File: src/rtl/fetch_redirect_unit.sv
// Front-end PC generator: one outstanding fetch over valid/ready, one-entry skid
// register toward decode, and redirect handling that flushes the skid and in-flight response.
`timescale 1ns/1ps
module fetch_redirect_unit #(
  parameter int unsigned           ADDR_W   = 32,
  parameter int unsigned           INSN_W   = 32,
  parameter logic [ADDR_W-1:0]     RESET_PC = 32'h8000_0000
) (
  input  logic              clock,
  input  logic              reset,
  input  logic              io_needRedirect,
  input  logic [3:0]        io_Redirect_ID,
  input  logic [ADDR_W-1:0] io_Redirect_Target,
  input  logic              io_Exec_Redirect,
  input  logic [ADDR_W-1:0] io_Exec_Target,
  output logic              io_Fetch_Req_Valid,
  output logic [ADDR_W-1:0] io_Fetch_Req_Addr,
  input  logic              io_Fetch_Req_Ready,
  input  logic              io_Fetch_Resp_Valid,
  input  logic [INSN_W-1:0] io_Fetch_Resp_Data,
  output logic              io_Insn_Valid,
  output logic [INSN_W-1:0] io_Insn,
  output logic [ADDR_W-1:0] io_Insn_PC,
  input  logic              io_Insn_Ready,
  output logic              io_Flush,
  output logic [3:0]        io_Redirect_Src
);

  localparam logic [ADDR_W-1:0] PC_STEP    = ADDR_W'(4);
  localparam logic [ADDR_W-1:0] ALIGN_MASK = ~ADDR_W'(3);
  localparam logic [3:0]        SRC_EXEC   = 4'hF;

  typedef enum logic [1:0] {
    S_IDLE,
    S_WAIT,
    S_DRAIN
  } state_e;

  state_e            state_q, state_d;
  logic [ADDR_W-1:0] pc_q, pc_d;
  logic [ADDR_W-1:0] req_pc_q, req_pc_d;
  logic [ADDR_W-1:0] insn_pc_q, insn_pc_d;
  logic [INSN_W-1:0] insn_q, insn_d;
  logic              insn_valid_q, insn_valid_d;
  logic              flush_q, flush_d;
  logic [3:0]        src_q, src_d;

  logic              exec_redir;
  logic              dec_redir;
  logic              redir;
  logic [ADDR_W-1:0] redir_target;
  logic              req_valid;
  logic              req_fire;

  assign exec_redir   = io_Exec_Redirect;
  assign dec_redir    = io_needRedirect && (io_Redirect_ID != 4'd0);
  assign redir        = exec_redir || dec_redir;
  assign redir_target = exec_redir ? io_Exec_Target : io_Redirect_Target;

  // Qualified by reset so the request is visibly low for as long as reset is held.
  assign req_valid = reset && (state_q == S_IDLE) && (!insn_valid_q || io_Insn_Ready);
  assign req_fire  = req_valid && io_Fetch_Req_Ready;

  always_comb begin
    state_d      = state_q;
    pc_d         = pc_q;
    req_pc_d     = req_pc_q;
    insn_d       = insn_q;
    insn_pc_d    = insn_pc_q;
    insn_valid_d = insn_valid_q;
    flush_d      = redir;
    src_d        = '0;

    if (insn_valid_q && io_Insn_Ready) begin
      insn_valid_d = 1'b0;
    end

    unique case (state_q)
      S_IDLE: begin
        if (req_fire) begin
          req_pc_d = pc_q;
          pc_d     = pc_q + PC_STEP;
          state_d  = redir ? S_DRAIN : S_WAIT;
        end
      end
      S_WAIT: begin
        if (io_Fetch_Resp_Valid) begin
          state_d = S_IDLE;
          if (!redir) begin
            insn_d       = io_Fetch_Resp_Data;
            insn_pc_d    = req_pc_q;
            insn_valid_d = 1'b1;
          end
        end else if (redir) begin
          state_d = S_DRAIN;
        end
      end
      S_DRAIN: begin
        if (io_Fetch_Resp_Valid) begin
          state_d = S_IDLE;
        end
      end
      default: state_d = S_IDLE;
    endcase

    // Redirect wins over the sequential PC step and any skid load in the same cycle.
    if (redir) begin
      pc_d         = redir_target & ALIGN_MASK;
      insn_valid_d = 1'b0;
      src_d        = exec_redir ? SRC_EXEC : io_Redirect_ID;
    end
  end

  always_ff @(posedge clock or negedge reset) begin
    if (!reset) begin
      state_q      <= S_IDLE;
      pc_q         <= RESET_PC;
      req_pc_q     <= '0;
      insn_q       <= '0;
      insn_pc_q    <= '0;
      insn_valid_q <= 1'b0;
      flush_q      <= 1'b0;
      src_q        <= '0;
    end else begin
      state_q      <= state_d;
      pc_q         <= pc_d;
      req_pc_q     <= req_pc_d;
      insn_q       <= insn_d;
      insn_pc_q    <= insn_pc_d;
      insn_valid_q <= insn_valid_d;
      flush_q      <= flush_d;
      src_q        <= src_d;
    end
  end

  assign io_Fetch_Req_Valid = req_valid;
  assign io_Fetch_Req_Addr  = pc_q;
  assign io_Insn_Valid      = insn_valid_q;
  assign io_Insn            = insn_q;
  assign io_Insn_PC         = insn_pc_q;
  assign io_Flush           = flush_q;
  assign io_Redirect_Src    = src_q;

endmodule

File: config.mk
export PLATFORM = sky130hd
export DESIGN_NAME = fetch_redirect_unit
export DESIGN_NICKNAME = d
export VERILOG_FILES = /design/src/rtl/fetch_redirect_unit.sv
export SDC_FILE = /design/constraint.sdc
export NUM_CORES = 1
export LEC_CHECK = 0
export CORE_UTILIZATION = 45
export CTS_BUF_LIST = sky130_fd_sc_hd__clkbuf_8
export DETAILED_ROUTE_END_ITERATION = 10
export PLACE_DENSITY = 0.8
export SYNTH_ARGS = -nofsm -noshare
export SYNTH_HDL_FRONTEND = slang
export SYNTH_SLANG_ARGS = --single-unit
File: constraint.sdc
create_clock -name clock -period 5.3 [get_ports clock]
set_input_delay 0.53 -clock clock [delete_from_list [all_inputs] [get_ports clock]]
set_output_delay 0.53 -clock clock [all_outputs]
set_load 0.01 [all_outputs]
detail.png
The bar under the picture is 20 um long. Window x 4 to 54, y 4 to 54 um. Cells in gray, sequential cells in the stronger gray; small squares are vias.
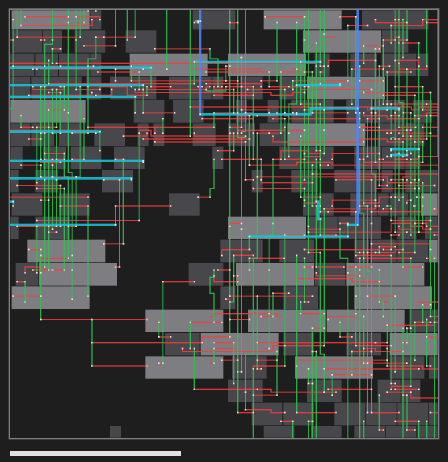
Key: green = metal 2; blue = metal 4; red = metal 1; cyan = metal 3
Most frequent: clkdlybuf4s50_1 (30), dfrtp_1 (22). Netlist names of flops here include `io_Fetch_Req_Addr` (7), `io_Insn_PC` (6), `req_pc_q` (5). Sequential cells in the window: 22. 131 logic cells have their middle in the window.

placement.png
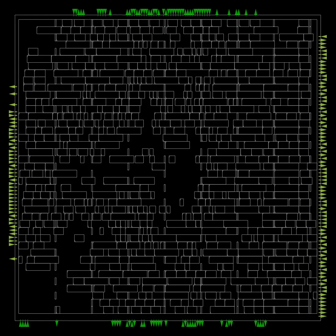
CORE AREA: 12600 um^2
Tap Cells: 172
Final Util: 0.661

metal_density.png
The bar under the picture is 20 um long. The die is cut into 23 by 23 equal tiles; black is low, pale yellow is high, scaled to the fullest tile. Values are wire area over tile area, all layers added.
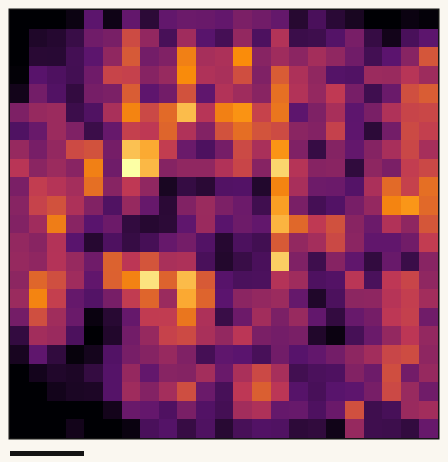
20% of the tiles are over half the peak. The fullest tile reaches 0.53. 4.5% of the tiles are nearly empty. The emptiest ninth of the die: bottom left.
Wirelength per Cell: 17.4 um
GRT Total Usage: 0.238

==> flow_metrics.env <==
# physical design summary
export IMPL_maxCapViolations=0
export IMPL_grt_max_degree=70
export IMPL_layoutNonFillerInstCount=864
export IMPL_netlist_instances=477
export IMPL_rsz0062_at_grt="false"
export IMPL_drive_gt1_frac=0.195
export IMPL_worst_ep_required_time_ns=5.62
export IMPL_avgSynthCellArea_um2=12.2
export IMPL_fin_crit_ns=2.88
export IMPL_max_freq_mhz=347
export IMPL_slew_violations=0
export IMPL_grt_pass1_wl_mm=23.8
export IMPL_synth_async_reset_ratio=1.00
export IMPL_internal_power_mw=1.92
export IMPL_syn_area_um2=5840
export IMPL_hold_viol_final=0
export IMPL_initCoreUtil=0.463
export IMPL_totalWireLength_mm=15.1
export IMPL_clkLatencyLatePin_ns=0.44
export IMPL_antenna_cells=0
export IMPL_grt_pass1_vias=4720
export IMPL_cts_resized_gates=0
export IMPL_placed_cell_area_um2=7990
export IMPL_start_kind="input pin"
export IMPL_drt_iter0_drc=283
export IMPL_crit_path_end_kind="flip-flop"
export IMPL_combPwrFrac=0.238
export IMPL_ys_seq_frac=0.557
export IMPL_report_final_setup_viol=0
export IMPL_edf_count=0
export IMPL_cts_hold_buf=0
export IMPL_lay_top_cells="clkdlybuf4s50_1 (199), dfrtp_1 (129), mux2_2 (84)"
export IMPL_synth_simple_area_share=0.117
export IMPL_hp_class="input pin to async pin"
export IMPL_worst_pin_slew_ns=0.866
export IMPL_vias=4532
export IMPL_final_area_um2=8350
export IMPL_tritoncts="done"
export IMPL_finalClockPeriodUsage=0.543
export IMPL_gp_congestion=0.777
export IMPL_root_buffer="clkbuf_8"
export IMPL_worst_slack_ns=2.42
export IMPL_drtAntennaViolNets=0
export IMPL_switching_share=0.276
export IMPL_crit_type="input pin to flip-flop"
export IMPL_rows=41
export IMPL_ios=210
export IMPL_crit_arrival_ns=3.20
export IMPL_drc=0
export IMPL_clk_pin_slew_ns=0.07
export IMPL_cts_inserted_buffers=17
export IMPL_slew_headroom=0.423
export IMPL_post_cts_buffers=0
export IMPL_warnings=30
export IMPL_ys_area_um2=5840
export IMPL_switching_power_mw=0.733
export IMPL_die_area_um2=13400
export IMPL_antenna_found_initial=0
export IMPL_dp_hpwl_mm=10.9
export IMPL_ff_type="dfrtp_1"
export IMPL_path_max_fanout=43
export IMPL_areaGrowthSynthToFinish_pct=42.8
export IMPL_synthAoiAreaFrac=0.0726
export IMPL_fin_nets=787
export IMPL_pre_cts_ws_ns=1.91
export IMPL_status="complete, no violations"
export IMPL_pwr_share_clk=0.280
export IMPL_numPortBuffers=201
export IMPL_p_leak_nw=3.54
export IMPL_cts_num_sinks=130
export IMPL_powerDensity_nw_per_um2=318
export IMPL_die_w_um=116
export IMPL_ir_drop_v=0.000229
export IMPL_synth_distinct_cells=50
export IMPL_fin_setup_tns_ns=0
layout make-up:
| class | count | area, um^2 |
|---|---|---|
| multi-input cells | 309 | 2400 |
| inverters | 13 | 48.8 |
| clock buffers | 21 | 289 |
| clock inverters | 11 | 63.8 |
| fillers | 1000 | 4270 |
| well taps | 172 | 215 |
| flip-flops and latches | 130 | 3250 |
| repair buffers | 208 | 2070 |
worst max-delay path: stages:
cell	delay, ns
clkdlybuf4s50_1	0.46
o41a_1	0.60
nor2_4	0.15
inv_2	0.12
nor2_4	0.57
buf_12	0.33
mux2_2	0.38
cells in the mapped netlist, types with 2 or more instances:
library cell	number	area, um^2
dfrtp_1	129	3230
mux2_2	84	946
nand2_1	27	101
xnor2_1	25	219
a21oi_1	24	120
nor2_1	21	78.8
nor3_1	17	85.1
buf_4	15	113
a211oi_1	13	97.6
inv_1	12	45.0
nor2b_1	12	75.1
and3_1	9	56.3
clkbuf_1	9	33.8
nand3_1	8	40.0
a221oi_1	6	52.6
nor4_1	6	37.5
a21o_1	5	37.5
mux2_1	5	56.3
o21ai_0	5	25.0
mux2i_1	3	30.0
nand3b_1	3	22.5
nand4_1	3	18.8
or3_2	3	22.5
buf_1	2	7.51
buf_2	2	10.0
nand4b_1	2	17.5
o221ai_1	2	17.5
o31ai_1	2	15.0
or4_1	2	15.0
sequential cells by signal (all words and copies together) (netlist names):
register / cells
io_Insn_PC: 30
io_Insn_Valid: 1
io_Redirect_Src: 4
state_q: 2
io_Flush: 1
req_pc_q: 30
io_Fetch_Req_Addr: 30
io_Insn: 32
routing by layer:
metal	wire length, um	track usage
met1	5980	0.274
met2	7530	0.406
met3	1250	0.0805
met4	305	0.102
met5	0	0
cell families (layout without fill, tap and decap cells):
logic type | Yosys count | after routing
AND-OR/OR-AND | 63 | 63
XOR/XNOR | 25 | 25
adder cells (fa/ha/maj) | 1 | 1
buffers and inverters | 41 | 253
flip-flops | 130 | 130
multiplexers | 92 | 92
other | 1 | 4
AND/OR/NAND/NOR | 124 | 124
worst paths after layout:
kind	start	endpoint	slack [ns]
max reg2reg	io_Fetch_Req_Addr[2]	io_Fetch_Req_Addr[26]	2.98
min	reset	io_Insn[3]	0.05
min reg2reg	req_pc_q[23]	req_pc_q[23]	0.49
min in group clock	req_pc_q[23]	req_pc_q[23]	0.49
max in group asynchronous	reset	req_pc_q[15]	3.92
max	io_Redirect_ID[2]	io_Insn[17]	2.42
through the flow:
stage | total power [mW] | hold slack (ns)
after floorplan | 1.55 | 0.234
after global placement | 1.91 | 0.459
after detailed placement | 1.94 | 0.470
after CTS | 2.68 | 0.0586
after global routing | 2.79 | 0.0787
final | 2.66 | 0.0527
power groups by stage:
stage                     sequential, mW  combinational [mW]  clock, mW
after detailed placement            1.30               0.637          0
after CTS                           1.28               0.642      0.760
after floorplan                     1.32               0.233          0
after global routing                1.31               0.685      0.804
after global placement              1.29               0.621          0
final                               1.28               0.633      0.744
Power is estimated from default activity; no workload was simulated.
